Figure 1. Metal layers overlaid.
The bar under the picture is 20 um long.
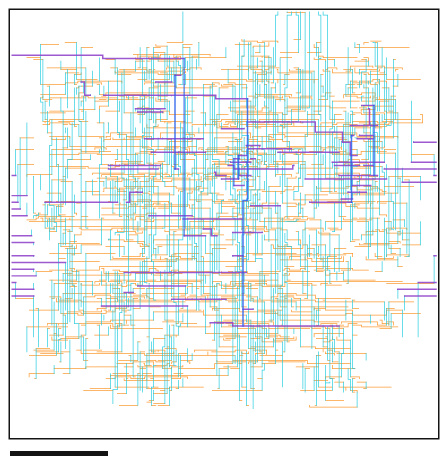
Figure 2. Clock distribution.
The bar under the picture is 20 um long.
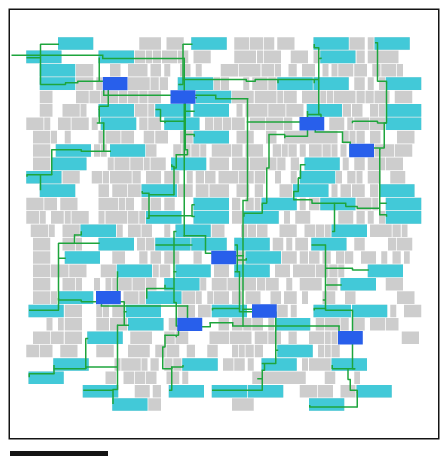
`config.mk`:
```
export PLATFORM = sky130hd
export DESIGN_NAME = dis_scan_ctrl
export DESIGN_NICKNAME = d
export VERILOG_FILES = /design/src/rtl/dis_pkg.sv /design/src/rtl/bcd_dabble.sv /design/src/rtl/dis_scan_ctrl.sv
export SDC_FILE = /design/constraint.sdc
export NUM_CORES = 1
export LEC_CHECK = 0
export CORE_MARGIN = 3
export CORE_UTILIZATION = 62
export DETAILED_ROUTE_END_ITERATION = 8
export PLACE_DENSITY = 0.9
export SLEW_MARGIN = 20
export SYNTH_ARGS = -nofsm -noshare
export SYNTH_HDL_FRONTEND = slang
export SYNTH_SLANG_ARGS = --single-unit
```
`constraint.sdc`:
```
create_clock -name clk -period 5.6 [get_ports clk]
set_input_delay 1.12 -clock clk [delete_from_list [all_inputs] [get_ports clk]]
set_output_delay 1.12 -clock clk [all_outputs]
set_load 0.03 [all_outputs]
```
`src/rtl/dis_pkg.sv`:
```
// Shared definitions for the scanned 7-segment display path.
// Holds the digit count, the conversion length, the FSM encoding and the blanking rule.
package dis_pkg;

  localparam int NUM_DIGITS = 5;
  localparam int BCD_ITERS  = 16;

  typedef enum logic {
    IDLE = 1'b0,
    CONV = 1'b1
  } state_t;

  // Digit k is blank when it and every more significant digit are zero.
  // Digit 0 is never blank.
  function automatic logic digit_blank(input logic [19:0] disp, input logic [2:0] k);
    logic b;
    b = (k != 3'd0);
    for (int i = 0; i < NUM_DIGITS; i++) begin
      if ((i >= int'(k)) && (disp[4*i +: 4] != 4'd0)) b = 1'b0;
    end
    return b;
  endfunction

endpackage

```
`src/rtl/bcd_dabble.sv`:
```
// Sequential double-dabble converter: 16-bit binary to 5 BCD digits, one shift per cycle.
// done is high in the cycle whose edge performs the final shift; bcd then holds that final result.
module bcd_dabble
  import dis_pkg::*;
(
  input  logic        clk,
  input  logic        rst,
  input  logic        start,
  input  logic [15:0] in,
  output logic        done,
  output logic [19:0] bcd
);

  logic [15:0] bin;
  logic [19:0] acc;
  logic [19:0] corr;
  logic [3:0]  cnt;
  logic        run;

  always_comb begin
    corr = acc;
    for (int i = 0; i < NUM_DIGITS; i++) begin
      if (acc[4*i +: 4] >= 4'd5) corr[4*i +: 4] = acc[4*i +: 4] + 4'd3;
    end
    bcd  = {corr[18:0], bin[15]};
    done = run && (cnt == 4'(BCD_ITERS - 1));
  end

  always_ff @(posedge clk) begin
    if (rst) begin
      bin <= '0;
      acc <= '0;
      cnt <= '0;
      run <= 1'b0;
    end else if (start) begin
      bin <= in;
      acc <= '0;
      cnt <= '0;
      run <= 1'b1;
    end else if (run) begin
      acc <= bcd;
      bin <= {bin[14:0], 1'b0};
      cnt <= cnt + 4'd1;
      if (done) run <= 1'b0;
    end
  end

endmodule

```
`src/rtl/dis_scan_ctrl.sv`:
```
// Display sequencing controller: decimal or hex capture into a display register,
// then a continuously running digit scan with active-low enables and leading-zero blanking.
//
// state | meaning
// IDLE  | waiting for load; a hex load updates the display in place
// CONV  | decimal conversion running in bcd_dabble
module dis_scan_ctrl
  import dis_pkg::*;
#(
  parameter int SCAN_DIV = 1024
) (
  input  logic        clk,
  input  logic        rst,
  input  logic        load,
  input  logic [15:0] in,
  input  logic        tog,
  output logic        busy,
  output logic [3:0]  digit,
  output logic [2:0]  dig_sel,
  output logic [4:0]  enbar
);

  state_t      state, state_nxt;
  logic        start;
  logic        done;
  logic [19:0] bcd_res;
  logic [19:0] disp;
  logic [15:0] presc;
  logic        tc;

  bcd_dabble u_dabble (
    .clk   (clk),
    .rst   (rst),
    .start (start),
    .in    (in),
    .done  (done),
    .bcd   (bcd_res)
  );

  always_ff @(posedge clk) begin
    if (rst) state <= IDLE;
    else     state <= state_nxt;
  end

  always_comb begin
    state_nxt = state;
    start     = 1'b0;
    case (state)
      IDLE: begin
        if (load && !tog) begin
          start     = 1'b1;
          state_nxt = CONV;
        end
      end
      CONV: begin
        if (done) state_nxt = IDLE;
      end
      default: state_nxt = IDLE;
    endcase
  end

  // The display is only ever written whole, so a conversion never shows partial digits.
  always_ff @(posedge clk) begin
    if (rst) begin
      disp <= '0;
    end else if ((state == IDLE) && load && tog) begin
      disp <= {4'd0, in};
    end else if ((state == CONV) && done) begin
      disp <= bcd_res;
    end
  end

  assign tc = (presc == 16'(SCAN_DIV - 1));

  always_ff @(posedge clk) begin
    if (rst) begin
      presc   <= '0;
      dig_sel <= '0;
    end else if (tc) begin
      presc   <= '0;
      dig_sel <= (dig_sel == 3'd4) ? 3'd0 : dig_sel + 3'd1;
    end else begin
      presc   <= presc + 16'd1;
    end
  end

  always_comb begin
    digit = 4'd0;
    case (dig_sel)
      3'd0:    digit = disp[3:0];
      3'd1:    digit = disp[7:4];
      3'd2:    digit = disp[11:8];
      3'd3:    digit = disp[15:12];
      3'd4:    digit = disp[19:16];
      default: digit = 4'd0;
    endcase
    enbar = digit_blank(disp, dig_sel) ? 5'h1f : ~(5'd1 << dig_sel);
  end

  assign busy = (state == CONV);

endmodule

```
==> flow_metrics.env <==
# flow metrics
export IMPL_powerDensity_nw_per_um2=260
export IMPL_required_ns=4.48
export IMPL_mi_logic_area_um2=2280
export IMPL_edf_count=0
export IMPL_grt_usage=0.255
export IMPL_die_w_um=87.1
export IMPL_fp_utilization=0.664
export IMPL_rows=28
export IMPL_synth_async_sr_flop_share=0
export IMPL_drtIter0Drc=323
export IMPL_pwr_share_seq=0.521
export IMPL_synth_distinct_cells=45
export IMPL_wl_um=9220
export IMPL_grt_pass1_wl_um=15200
export IMPL_status="completed"
export IMPL_route_detailed_drc=0
export IMPL_cts_setup_buffers=0
export IMPL_die_h_um=87.1
export IMPL_yosysCellCount=469
export IMPL_firstDrtPassIters=5
export IMPL_ys_warn_count=0
export IMPL_relSlewSlack=0.283
export IMPL_setup_tns_ns=0
export IMPL_dp_cells=552
export IMPL_fill_cells=434
export IMPL_cts_hold_buf=0
export IMPL_common_cells="dfxtp_1, nor2_1, nand2_1, a21oi_1, o21ai_0"
export IMPL_period_used=0.693
export IMPL_crit_path_cell_trace="inv_1 -> ha_1 -> o31a_1 -> a31o_2 -> o21ai_0 -> clkdlybuf4s50_1"
export IMPL_post_cts_resize_count=0
export IMPL_cts_num_sinks=81
export IMPL_core_area_um2=6130
export IMPL_place_congestion=0.911
export IMPL_die_area_um2=7580
export IMPL_openroad_warnings=34
export IMPL_startpoint_type="flip-flop"
export IMPL_max_freq_mhz=258
export IMPL_worst_clock_skew_ns=0.0101
export IMPL_num_vias=3538
export IMPL_synth_flops=81
export IMPL_vias_per_cell=6.23
export IMPL_fp_nets=506
export IMPL_overflow=0
export IMPL_io_pin_count=33
export IMPL_total_power_mw=1.20
export IMPL_crit_path_end_kind="output pin"
export IMPL_slew_viol_final=0
export IMPL_yosysTopAreaCell="dfxtp_1"
export IMPL_antenna_found_initial=0
export IMPL_net_switching_power_uw=294
export IMPL_yosysMostFrequentCell="dfxtp_1"
export IMPL_rr_worst_depth=4
export IMPL_final_seq_area_um2=1620
export IMPL_clk_latency_ns=0.36
About Figure 1:
met3 -> purple  # wire length 553 um
met4 -> blue  # wire length 140 um
met1 -> orange  # wire length 4060 um
met2 -> cyan  # wire length 4470 um

About Figure 2:
cells driving clock nets -> blue  # count 9
flip-flops -> cyan  # count 81
clock wires -> green  # length 895 um
flops lie = spread over the die
routed clock nets = 10

[cell usage in the layout, fill, tap and decap left out, types with 8 or more instances in the layout]
master	n
dfxtp_1	80
nand3_1	14
nor2_1	48
o221ai_1	8
o22ai_1	9
xnor2_1	15
mux2i_1	19
a211oi_1	20
o21ai_0	23
a21oi_1	25
nand2b_1	19
ha_1	17
clkbuf_8	9
mux2_2	8
nand3b_1	11
inv_1	18
nand2_1	33
clkdlybuf4s50_1	32
nor3b_1	9
[worst paths after layout]
| path | from | endpoint | slack (ns) |
|---|---|---|---|
| worst max-delay path | dig_sel[1] | enbar[3] | 1.72 |
| worst min-delay path | u_dabble.acc[19] | u_dabble.acc[19] | 0.48 |
| worst max register to register | u_dabble.run | disp[14] | 2.99 |
| worst min register to register | u_dabble.acc[19] | u_dabble.acc[19] | 0.48 |
[metrics by stage]
stage	worst slack [ns]	cell area (um2)
5_1_grt	1.59	4610
4_1_cts	1.72	4610
6_report	1.72	4610
3_5_place_dp	2.05	4400
2_1_floorplan	2.03	4070
3_3_place_gp	2.19	4400
[flip-flops by register name (all words and copies together), names as in the netlist]
register,flops
u_dabble.cnt,4
u_dabble.run,1
u_dabble.bin,16
busy,1
dig_sel,3
disp,20
u_dabble.acc,20
presc,16
[routing by layer]
metal	up-vias	routed length, um	track usage
met1	1672	4060	0.306
met5	-	0	0
met4	0	140	0.0892
met3	17	552	0.0681
met2	127	4470	0.436
li1	1722	-	-
[critical path: cells and delay by family, from the launching register on]
kind,cells,cell delay [ns]
buffers and inverters,2,0.85
AOI/OAI and AO/OA,3,0.71
adders and majority gates,1,0.30
DFF,1,0.55
[final cells by class]
cell class	instances	share of cell area
multi-input cells	344	0.495
flip-flops and latches	81	0.352
repair buffers	34	0.0727
clock buffers	11	0.0285
well taps	75	0.0203
clock inverters	5	0.0174
inverters	18	0.0146
[power by group through the flow]
stage	clock, mW	sequential (mW)	combinational, mW
global route	0.495	0.629	0.129
CTS	0.462	0.624	0.117
finish	0.457	0.625	0.118
detailed placement	0	0.638	0.116
global placement	0	0.637	0.112
floorplan	0	0.625	0.0878
[cell families (layout without fill, tap and decap cells)]
| group | count (synthesis) | count (layout) | synth area share |
|---|---|---|---|
| fa+ha+maj | 17 | 17 | 0.0522 |
| compound gates | 108 | 108 | 0.172 |
| mux | 27 | 27 | 0.0688 |
| flops | 81 | 81 | 0.398 |
| xor+xnor | 20 | 20 | 0.0430 |
| simple gates | 172 | 172 | 0.223 |
| buf+inv | 44 | 68 | 0.0424 |
